Figure 1. Metal layers overlaid.
Drawn at 6 px/micron.
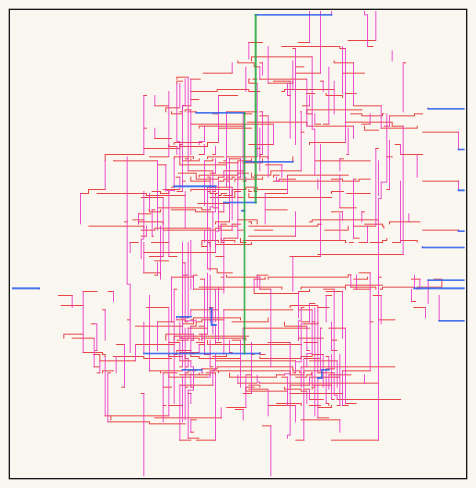
Figure 2. Clock routing.
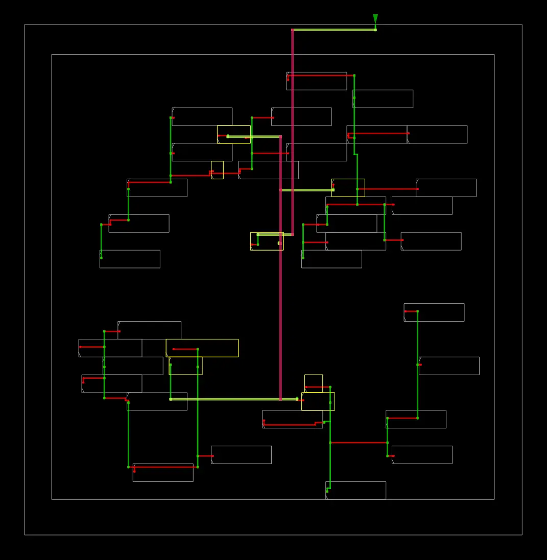
--- src/rtl/uart_pkg.sv ---
// Shared UART definitions used by the receiver and the existing transmitter.
package uart_pkg;

    localparam int unsigned UART_DATA_BITS = 8;

    typedef enum logic [2:0] {
        IDLE,
        START,
        DATA,
        STOP,
        BREAK
    } uart_rx_state_t;

endpackage

--- src/rtl/sync_2ff.sv ---
// Generic two-flop synchronizer for asynchronous inputs, with a configurable reset value.
module sync_2ff #(
    parameter int unsigned       WIDTH   = 1,
    parameter logic [WIDTH-1:0]  RST_VAL = '0
) (
    input  logic             clk,
    input  logic             rst_n,
    input  logic [WIDTH-1:0] d,
    output logic [WIDTH-1:0] q
);

    logic [WIDTH-1:0] meta;

    always_ff @(posedge clk or negedge rst_n) begin
        if (!rst_n) begin
            meta <= RST_VAL;
            q    <= RST_VAL;
        end else begin
            meta <= d;
            q    <= meta;
        end
    end

endmodule

--- src/rtl/uart_rx.sv ---
// 8N1 UART receiver: mid-bit sampling, framing/overrun detection, one-entry
// holding register presented on a valid/ready port.
module uart_rx
    import uart_pkg::*;
#(
    parameter int unsigned CLKS_PER_BIT = 16
) (
    input  logic                      clk,
    input  logic                      rst_n,
    input  logic                      rx,
    output logic [UART_DATA_BITS-1:0] data,
    output logic                      valid,
    input  logic                      ready,
    output logic                      frame_err,
    output logic                      overrun,
    output logic                      busy
);

    localparam int unsigned CNT_W = $clog2(CLKS_PER_BIT);
    localparam int unsigned IDX_W = 3;
    localparam logic [CNT_W-1:0] HALF_M1 = CNT_W'(CLKS_PER_BIT / 2 - 1);
    localparam logic [CNT_W-1:0] FULL_M1 = CNT_W'(CLKS_PER_BIT - 1);

    logic rx_s;

    uart_rx_state_t            state, state_n;
    logic [CNT_W-1:0]          cnt, cnt_n;
    logic [IDX_W-1:0]          idx, idx_n;
    logic [UART_DATA_BITS-1:0] sh, sh_n;
    logic [UART_DATA_BITS-1:0] data_n;
    logic                      valid_n, frame_err_n, overrun_n, busy_n;

    sync_2ff #(
        .WIDTH   (1),
        .RST_VAL (1'b1)
    ) u_sync (
        .clk   (clk),
        .rst_n (rst_n),
        .d     (rx),
        .q     (rx_s)
    );

    always_ff @(posedge clk or negedge rst_n) begin
        if (!rst_n) begin
            state     <= IDLE;
            cnt       <= '0;
            idx       <= '0;
            sh        <= '0;
            data      <= '0;
            valid     <= 1'b0;
            frame_err <= 1'b0;
            overrun   <= 1'b0;
            busy      <= 1'b0;
        end else begin
            state     <= state_n;
            cnt       <= cnt_n;
            idx       <= idx_n;
            sh        <= sh_n;
            data      <= data_n;
            valid     <= valid_n;
            frame_err <= frame_err_n;
            overrun   <= overrun_n;
            busy      <= busy_n;
        end
    end

    always_comb begin
        state_n     = state;
        cnt_n       = cnt;
        idx_n       = idx;
        sh_n        = sh;
        data_n      = data;
        valid_n     = valid & ~ready;
        frame_err_n = 1'b0;
        overrun_n   = 1'b0;

        case (state)
            IDLE: begin
                if (!rx_s) begin
                    state_n = START;
                    cnt_n   = '0;
                end
            end
            START: begin
                // Mid-start-bit check rejects short glitches without flagging.
                if (cnt == HALF_M1) begin
                    cnt_n   = '0;
                    idx_n   = '0;
                    state_n = rx_s ? IDLE : DATA;
                end else begin
                    cnt_n = cnt + CNT_W'(1);
                end
            end
            DATA: begin
                if (cnt == FULL_M1) begin
                    cnt_n     = '0;
                    sh_n[idx] = rx_s;
                    idx_n     = idx + IDX_W'(1);
                    if (idx == IDX_W'(7)) begin
                        state_n = STOP;
                    end
                end else begin
                    cnt_n = cnt + CNT_W'(1);
                end
            end
            STOP: begin
                if (cnt == FULL_M1) begin
                    cnt_n = '0;
                    if (rx_s) begin
                        state_n = IDLE;
                        // A same-cycle drain frees the holding register for the new byte.
                        if (!valid || ready) begin
                            data_n  = sh;
                            valid_n = 1'b1;
                        end else begin
                            overrun_n = 1'b1;
                        end
                    end else begin
                        frame_err_n = 1'b1;
                        state_n     = BREAK;
                    end
                end else begin
                    cnt_n = cnt + CNT_W'(1);
                end
            end
            BREAK: begin
                if (rx_s) begin
                    state_n = IDLE;
                end
            end
            default: state_n = IDLE;
        endcase

        busy_n = (state_n != IDLE);
    end

endmodule
--- config.mk ---
export PLATFORM = sky130hd
export DESIGN_NAME = uart_rx
export DESIGN_NICKNAME = d
export VERILOG_FILES = /design/src/rtl/uart_pkg.sv /design/src/rtl/sync_2ff.sv /design/src/rtl/uart_rx.sv
export SDC_FILE = /design/constraint.sdc
export NUM_CORES = 1
export LEC_CHECK = 0
export ABC_AREA = 1
export CORE_AREA = 4 4 72 74
export CTS_BUF_LIST = sky130_fd_sc_hd__clkbuf_2 sky130_fd_sc_hd__clkbuf_4 sky130_fd_sc_hd__clkbuf_8
export DETAILED_ROUTE_END_ITERATION = 7
export DIE_AREA = 0 0 76 78
export PLACE_DENSITY = 0.54
export SETUP_SLACK_MARGIN = 0.15
export SYNTH_ARGS = -nofsm -noshare
export SYNTH_HDL_FRONTEND = slang
export SYNTH_SLANG_ARGS = --single-unit
--- constraint.sdc ---
create_clock -name clk -period 1.3 [get_ports clk]
set_clock_uncertainty 0.05 [all_clocks]
set_input_delay 0.13 -clock clk [delete_from_list [all_inputs] [get_ports clk]]
set_output_delay 0.13 -clock clk [all_outputs]
set_load 0.02 [all_outputs]
==> job_summary.md <==
### Flow metrics

| Metric | Value |
|---|---|
| Flop pwr share | 38.6% |
| N_diodes | 0 |
| Count of tool warnings | 29 |
| Setup-failing EPs final | 14 |
| Logic area | 758 sq um |
| CTS tree | built |
| Fillers | 442 |
| Initial antenna violation count | 0 |
| Status | complete, but fails checks |
| DP Cell Count | 252 |
| Largest net degree at the start of global routing | 33 |
| Chip width | 76 microns |
| Initial DRC count | 56 |
| Max stage delay on crit path | 0.40 ns |
| Synth top cell by count | nand2_1 |
| Top area cell types | dfrtp_1 49%, nand2_1 11%, inv_1 4.9% |
| Violated checks | setup timing |
| Placement Cell Area | 0.00189 sq mm |
| Setup ws final | -0.101 ns |
| Htree depth | 2 |
| FP Util | 33.4% |
| Fraction of registers with async set/reset | 100% |
| Tap cells | 54 |
| Multi-In Gates | 114 |
| Leading area contributor after synthesis | dfrtp_1 |
| Final Util | 46.1% |
| Critical path depth | 7 |
| M1 GR Usage | 14.6% |
| Pre-antenna DRT Iters | 4 |
| Crit path top cell by count | nand2_4 |
| Sw Share | 34.9% |
| Adder Area Share | 2.44% |
| Routed vias | 1218 |
| Area growth, synth to finish | 38.0% |
| Critical path capture point type | flip-flop |
| Clock network fraction of design power | 27.0% |
| Max-slew violation count | 0 |
| CTS buffer count | 5 |
| Yosys stat cell total | 172 |
About Figure 1:
- met1: red (wire length 1480 microns)
- met2: magenta (wire length 1490 microns)
- met4: green (wire length 71.4 microns)
- met3: blue (wire length 111 microns)
wire per inst: 11.9 microns
total global routing track utilization: 11.4%

About Figure 2:
Clk. pwr: 940 uW
clock latency on the worst-skew pair: 0.28 ns
sequential cell count: 32
# clk buffers: 5

Power and IR drop assume default switching activity.
